**config.mk**
```make
export PLATFORM = sky130hd
export DESIGN_NAME = multi_port_adapter_flat
export DESIGN_NICKNAME = d
export VERILOG_FILES = /design/src/rtl/multi_port_adapter_if.sv /design/src/rtl/multi_port_adapter.sv /design/src/flat_wrapper.sv
export SDC_FILE = /design/constraint.sdc
export NUM_CORES = 1
export LEC_CHECK = 0
export ABC_CLOCK_PERIOD_IN_PS = 4050
export CAP_MARGIN = 15
export CORE_MARGIN = 10
export CORE_UTILIZATION = 58
export DETAILED_ROUTE_END_ITERATION = 8
export MAX_ROUTING_LAYER = met4
export PLACE_DENSITY = 0.94
export SLEW_MARGIN = 5
export SYNTH_ARGS = -nofsm -noshare
export SYNTH_HDL_FRONTEND = slang
export SYNTH_SLANG_ARGS = --single-unit
```
**constraint.sdc**
```tcl
create_clock -name clk -period 4.05 [get_ports clk]
set_clock_uncertainty 0.05 [all_clocks]
set_input_delay 0.6075 -clock clk [delete_from_list [all_inputs] [get_ports clk]]
set_output_delay 0.6075 -clock clk [all_outputs]
set_load 0.03 [all_outputs]
```
**src/rtl/multi_port_adapter_if.sv**
```systemverilog
// Bus bundle for multi_port_adapter: register access handshake plus the packed
// 8-bit-per-port I/O lanes and the active-low interrupt line.
interface multi_port_adapter_if #(
   parameter int PORTS = 2
);
   logic               chip_en;
   logic               wrt_en;
   logic [3:0]         register_select;
   logic [7:0]         data_in;
   logic [7:0]         data_out;
   logic [PORTS*8-1:0] port_in;
   logic [PORTS*8-1:0] port_out;
   logic [PORTS*8-1:0] port_dir;
   logic               irqb;

   modport master (
      output chip_en, wrt_en, register_select, data_in, port_in,
      input  data_out, port_out, port_dir, irqb
   );

   modport slave (
      input  chip_en, wrt_en, register_select, data_in, port_in,
      output data_out, port_out, port_dir, irqb
   );
endinterface

```
**src/rtl/multi_port_adapter.sv**
```systemverilog
// Multi-port I/O adapter with output/direction registers, a 16-bit one-shot or
// free-running timer and masked interrupt flags. Define PORT_EDGE_IRQ_EN to add
// falling-edge interrupts on bit 0 of each port.
module multi_port_adapter #(
   parameter int PORTS = 2
) (
   input logic                 clk,
   input logic                 reset,
   multi_port_adapter_if.slave bus
);

   localparam logic [3:0] ADDR_T1L = 4'h8;
   localparam logic [3:0] ADDR_T1H = 4'h9;
   localparam logic [3:0] ADDR_ACR = 4'hA;
   localparam logic [3:0] ADDR_IFR = 4'hB;
   localparam logic [3:0] ADDR_IER = 4'hC;

   logic [7:0]  or_reg  [PORTS];
   logic [7:0]  ddr_reg [PORTS];
   logic [7:0]  acr;
   logic [6:0]  ifr;
   logic [6:0]  ifr_next;
   logic [6:0]  ier;
   logic [15:0] counter;
   logic [7:0]  latch_lo;
   logic [7:0]  latch_hi;
   logic        running;
   logic        wr;
   logic        t1_hi_wr;
   logic        t1_expire;
   logic        irq;
   logic [3:0]  edge_set;
   logic [7:0]  rd_data;

   assign wr        = bus.chip_en & bus.wrt_en;
   assign t1_hi_wr  = wr && (bus.register_select == ADDR_T1H);
   assign t1_expire = running && (counter == 16'h0000) && !t1_hi_wr;

   always_ff @(posedge clk) begin
      if (reset) begin
         for (int i = 0; i < PORTS; i++) begin
            or_reg[i]  <= 8'h00;
            ddr_reg[i] <= 8'h00;
         end
      end else if (wr) begin
         for (int i = 0; i < PORTS; i++) begin
            if (bus.register_select == 4'(i))
               or_reg[i] <= bus.data_in;
            if (bus.register_select == 4'(i + 4))
               ddr_reg[i] <= bus.data_in;
         end
      end
   end

`ifdef PORT_EDGE_IRQ_EN
   logic [PORTS-1:0] pin_prev;

   always_ff @(posedge clk) begin
      if (reset)
         pin_prev <= '0;
      else
         for (int i = 0; i < PORTS; i++)
            pin_prev[i] <= bus.port_in[8*i];
   end

   always_comb begin
      edge_set = 4'b0000;
      for (int i = 0; i < PORTS; i++)
         edge_set[i] = pin_prev[i] & ~bus.port_in[8*i];
   end
`else
   assign edge_set = 4'b0000;
`endif

   // A T1_HI write owns IFR[6] for that edge; otherwise set events beat clears.
   always_comb begin
      ifr_next = ifr;
      if (wr && (bus.register_select == ADDR_IFR))
         ifr_next = ifr & ~bus.data_in[6:0];
      ifr_next[6]   = ifr_next[6] | t1_expire;
      ifr_next[3:0] = ifr_next[3:0] | edge_set;
      if (t1_hi_wr)
         ifr_next[6] = 1'b0;
`ifndef PORT_EDGE_IRQ_EN
      ifr_next[3:0] = 4'b0000;
`endif
   end

   always_ff @(posedge clk) begin
      if (reset) begin
         acr <= 8'h00;
         ifr <= 7'h00;
         ier <= 7'h00;
      end else begin
         ifr <= ifr_next;
         if (wr && (bus.register_select == ADDR_ACR))
            acr <= bus.data_in;
         if (wr && (bus.register_select == ADDR_IER)) begin
            if (bus.data_in[7])
               ier <= ier | bus.data_in[6:0];
            else
               ier <= ier & ~bus.data_in[6:0];
         end
      end
   end

   // Expiry at zero either reloads from the latch (free-run) or stops the timer.
   always_ff @(posedge clk) begin
      if (reset) begin
         counter  <= 16'h0000;
         latch_lo <= 8'hFF;
         latch_hi <= 8'hFF;
         running  <= 1'b0;
      end else begin
         if (wr && (bus.register_select == ADDR_T1L))
            latch_lo <= bus.data_in;
         if (t1_hi_wr) begin
            latch_hi <= bus.data_in;
            counter  <= {bus.data_in, latch_lo};
            running  <= 1'b1;
         end else if (running) begin
            if (counter != 16'h0000)
               counter <= counter - 16'd1;
            else if (acr[0])
               counter <= {latch_hi, latch_lo};
            else
               running <= 1'b0;
         end
      end
   end

   assign irq = |(ifr & ier);

   always_comb begin
      rd_data = 8'h00;
      if (bus.chip_en) begin
         for (int i = 0; i < PORTS; i++) begin
            if (bus.register_select == 4'(i))
               rd_data = (or_reg[i] & ddr_reg[i]) | (bus.port_in[8*i +: 8] & ~ddr_reg[i]);
            if (bus.register_select == 4'(i + 4))
               rd_data = ddr_reg[i];
         end
         case (bus.register_select)
            ADDR_T1L: rd_data = counter[7:0];
            ADDR_T1H: rd_data = counter[15:8];
            ADDR_ACR: rd_data = acr;
            ADDR_IFR: rd_data = {irq, ifr};
            ADDR_IER: rd_data = {1'b1, ier};
            default:  ;
         endcase
      end
   end

   assign bus.data_out = rd_data;
   assign bus.irqb     = ~irq;

   for (genvar g = 0; g < PORTS; g++) begin : g_port
      assign bus.port_out[8*g +: 8] = or_reg[g];
      assign bus.port_dir[8*g +: 8] = ddr_reg[g];
   end

endmodule

```
**src/flat_wrapper.sv**
```systemverilog
// flat-port wrapper written by rule: the top's interface ports become plain ports
module multi_port_adapter_flat 
#(
   parameter int PORTS = 2
)
  (clk, reset, bus_chip_en, bus_wrt_en, bus_register_select, bus_data_in, bus_port_in, bus_data_out, bus_port_out, bus_port_dir, bus_irqb);
  multi_port_adapter_if #(.PORTS(PORTS)) bus_i ();
  input logic clk;
  input logic reset;
  input wire logic [$bits(bus_i.chip_en)-1:0] bus_chip_en;
  input wire logic [$bits(bus_i.wrt_en)-1:0] bus_wrt_en;
  input wire logic [$bits(bus_i.register_select)-1:0] bus_register_select;
  input wire logic [$bits(bus_i.data_in)-1:0] bus_data_in;
  input wire logic [$bits(bus_i.port_in)-1:0] bus_port_in;
  output wire logic [$bits(bus_i.data_out)-1:0] bus_data_out;
  output wire logic [$bits(bus_i.port_out)-1:0] bus_port_out;
  output wire logic [$bits(bus_i.port_dir)-1:0] bus_port_dir;
  output wire logic [$bits(bus_i.irqb)-1:0] bus_irqb;
  assign bus_i.chip_en = bus_chip_en;
  assign bus_i.wrt_en = bus_wrt_en;
  assign bus_i.register_select = bus_register_select;
  assign bus_i.data_in = bus_data_in;
  assign bus_i.port_in = bus_port_in;
  assign bus_data_out = bus_i.data_out;
  assign bus_port_out = bus_i.port_out;
  assign bus_port_dir = bus_i.port_dir;
  assign bus_irqb = bus_i.irqb;
  multi_port_adapter #(.PORTS(PORTS)) u_core (.clk(clk), .reset(reset), .bus(bus_i));
endmodule
```
==> ci_impl_report.md <==
### Yosys + OpenROAD results

| Metric | Value |
|---|---|
| Status | complete, no violations |
| Final Slew Violations | 0 |
| Die Height | ~110 µm |
| Net Sw Power | about 540 µW |
| Hold crit path type | reg -> reg |
| CTS tree | done |
| Post-synthesis mux area share | under 10% |
| Buffer share of cell area | 14.6% |
| Most frequent logic cell in the layout | clkdlybuf4s50_1 |
| NumNets Final | slightly below 600 |
| RSZ-0062 raised after global routing | false |
| Crit end category | primary output |
| Clk_lat worst skew | between 0.3 and 0.4 ns |
| Critical Path End | bus_data_out[6] |
| DR DRC count | 0 |
| GP Congestion | about 0.99 |
| Crit-path slowest cell | or4b_1 |
| PwrDens | between 300 and 400 nW/µm² |
| Combinational gate power | 353 µW |
| GR Util met1 | roughly 28% |
| Post-CTS Setup Bufs | 0 |
| Die W | roughly 110 µm |
| Switching Fraction | between 20% and 30% |
| CP most frequent cell | clkdlybuf4s50_1 |
| DR WL met3 | ~1400 µm |
| Clock network power share | 32.9% |
| CP Launch Type | primary input |
| Final Critical Period | between 3 and 4 ns |
| Global-route wire length before repair | approximately 22000 µm |
| Logic area | around 2300 µm² |
| Grt ovf | 0 |
| Clock root buffer | clkbuf_8 |
| Placed instance area | 5320 µm² |
| Reg2reg setup slack | roughly 1.3 ns |
| CP max FO | 6 |
| Maximum VDD drop | 253 µV |
| Synth Area in Simple Gates | roughly 22% |
| Mapped Avg Cell Area | a little over 9 µm² |
| Inverters | 16 |
| Core area | 7690 µm² |
| Htree depth | 3 |
| Seq area share | 35.9% |
| XOR/XNOR Fraction of Synth Area | 0.385% |
| Logic gate share of total power | around a fifth |
| Post-route cell area | roughly 5500 µm² |
| Post-Syn Area | 4540 µm² |
| Flop count | 83 |
| Max cap viols | 0 |
| Sequential power share | 48.4% |
| Hold_sp | u_core.latch_hi[0] |
| Post-synth EDFFs | 32 |
| YS chip area | roughly 4500 µm² |
| Log Warnings | 27 |
| Cells in synth_stat.txt | roughly 500 |
| Syn. warnings | 0 |
| Critical R2R Capture | u_core.counter[2] |
| Critical Path AT | 3.09 ns |
| Post-synth regs | between 80 and 90 |
| Leading cell kind | multi-input combinational cells |
| Complex Gates by Area | a little under a quarter |
| Netlist cell types | 70 |
| Crit Path Class | in -> out |
| Clock sink total | 83 |
| Buffers excl. clock | around 86 |
| Main logic family | AND-OR/OR-AND gates |
| Fillers | around 570 |
| Pin count of the biggest net entering global routing | 36 |
| Worst slew pin tran | slightly below 1 ns |
| Metal2 WL | ~6800 µm |
| Vias/cell | about 6.5 |
| Seq share, synth | between 40% and 50% |
| WHS Endpoint | u_core.latch_hi[0] |
| Wl on met1 | between 5000 and 6000 µm |
| Final setup violation count | 0 |
| Std-Cell Rows | 32 |
| Top Layout Cells | 66 x clkdlybuf4s50_1, 51 x dfxtp_1, 44 x nor2_1 |
| Setup TNS | 0 ns |
| Antenna violations before repair | 0 |
| Initial DRC count | 354 |
| Port bufs | around 72 |
| # diodes | 0 |
| Layout Area Growth over Synthesis | 21.6% |
| Top Ports | about 73 |
| Register Area | approximately 2000 µm² |
| Share of cells above drive strength 1 | under 10% |
| Multi-input gates | roughly 360 |
| WP data required | around 3.4 ns |
==> per-stage QoR <==
step	cells	setup slack [ns]	util [%]	hold WS, ns	total power (µW)
3_3_place_gp	647	0.469	69.2	0.396	1270
4_1_cts	663	0.333	71.9	0.418	1890
5_1_grt	663	0.197	71.9	0.451	1950
2_1_floorplan	494	1.18	-	0.381	1150
3_5_place_dp	647	0.339	69.2	0.398	1280
6_report	663	0.300	71.9	0.418	1890
==> cell usage after synthesis (all sizes together), types with 14 or more instances <==
cell type | count | area (µm²)
dfxtp | 51 | 1020
a21oi | 36 | 180
buf | 14 | 83.8
mux2i | 27 | 270
edfxtp | 32 | 961
and2 | 18 | 113
inv | 15 | 56.3
o21ai | 20 | 100
clkbuf | 21 | 78.8
nand2 | 34 | 128
nor2 | 45 | 171
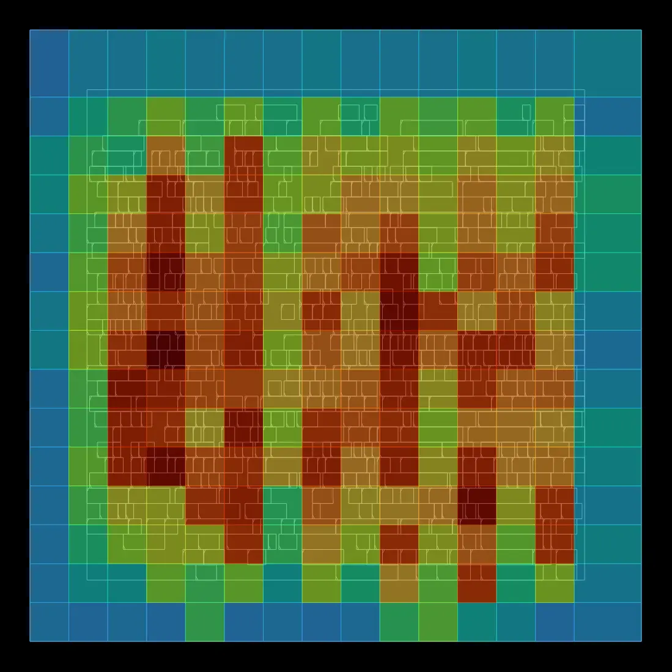
(images/congestion_map.png)
met3 GRT Util: 4.64%
drt wl/cell: 21.3 µm
GR Util met2: 39.7%

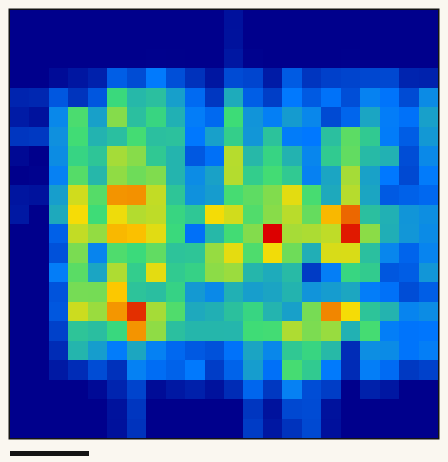
(images/route_heat.png)
Bar = 20 µm. The die is cut into 22 by 22 equal tiles; dark blue is low, red is high, scaled to the fullest tile. Values are wire area over tile area, all layers added.
tiles over half the peak: 19%
mean over tiles: 0.20
fullest tile: 0.76
densest ninth of the die: center
nearly empty tiles: 25%
Routed WL: 14100 µm
via count: 4340
Total GRT Usage: 24.3%

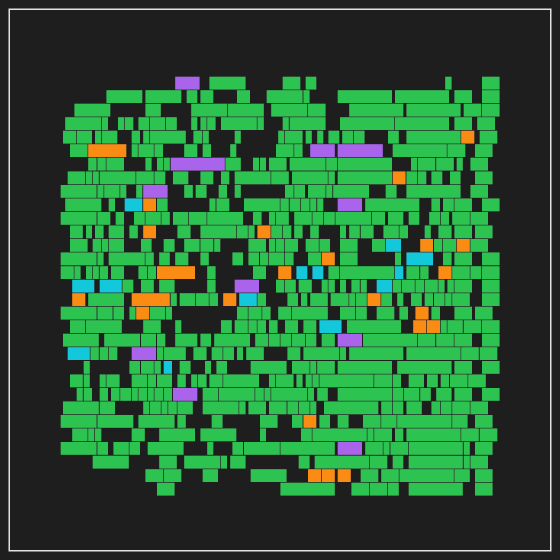
(images/sizing.png)
[purple] x6 and larger | cells: 11
[green] x1 and smaller | cells: 513
[orange] x3 and x4 | cells: 24
[cyan] x2 | cells: 13

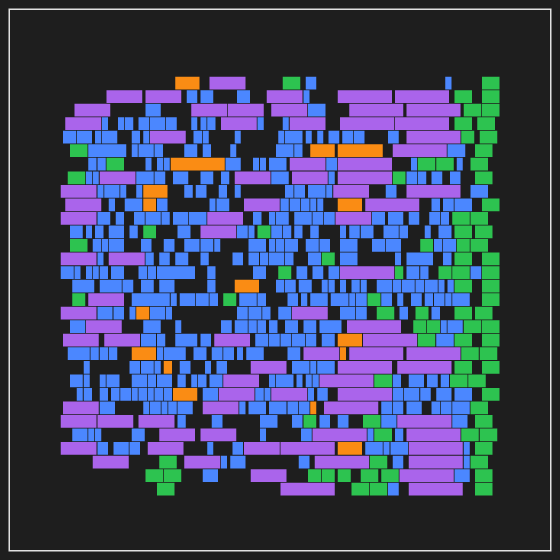
(images/class_map.png)
[orange] clock drivers and dummy loads | cells: 16 | share of their area: 3.8%
[blue] remaining logic cells | cells: 376 | share of their area: 44%
[purple] registers | cells: 83 | share of their area: 37%
[green] remaining buffers and delay cells | cells: 86 | share of their area: 15%

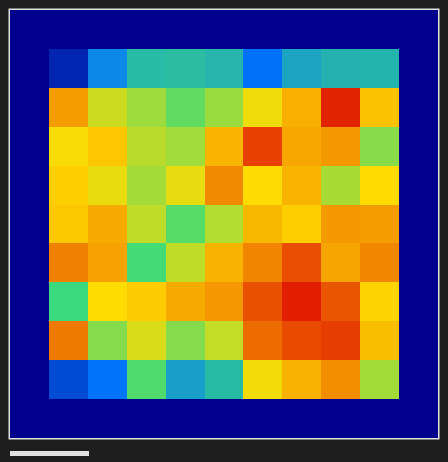
(images/util_map.png)
Bar = 20 µm. The die is cut into 11 by 11 equal tiles; dark blue is low, red is high, 0 to 100% covered.
mean over tiles: 46%
densest ninth of the die: center
nearly empty tiles: 33%
tiles over 75% full: 33%

No activity file was given, so power comes from the tool's default toggle rates.
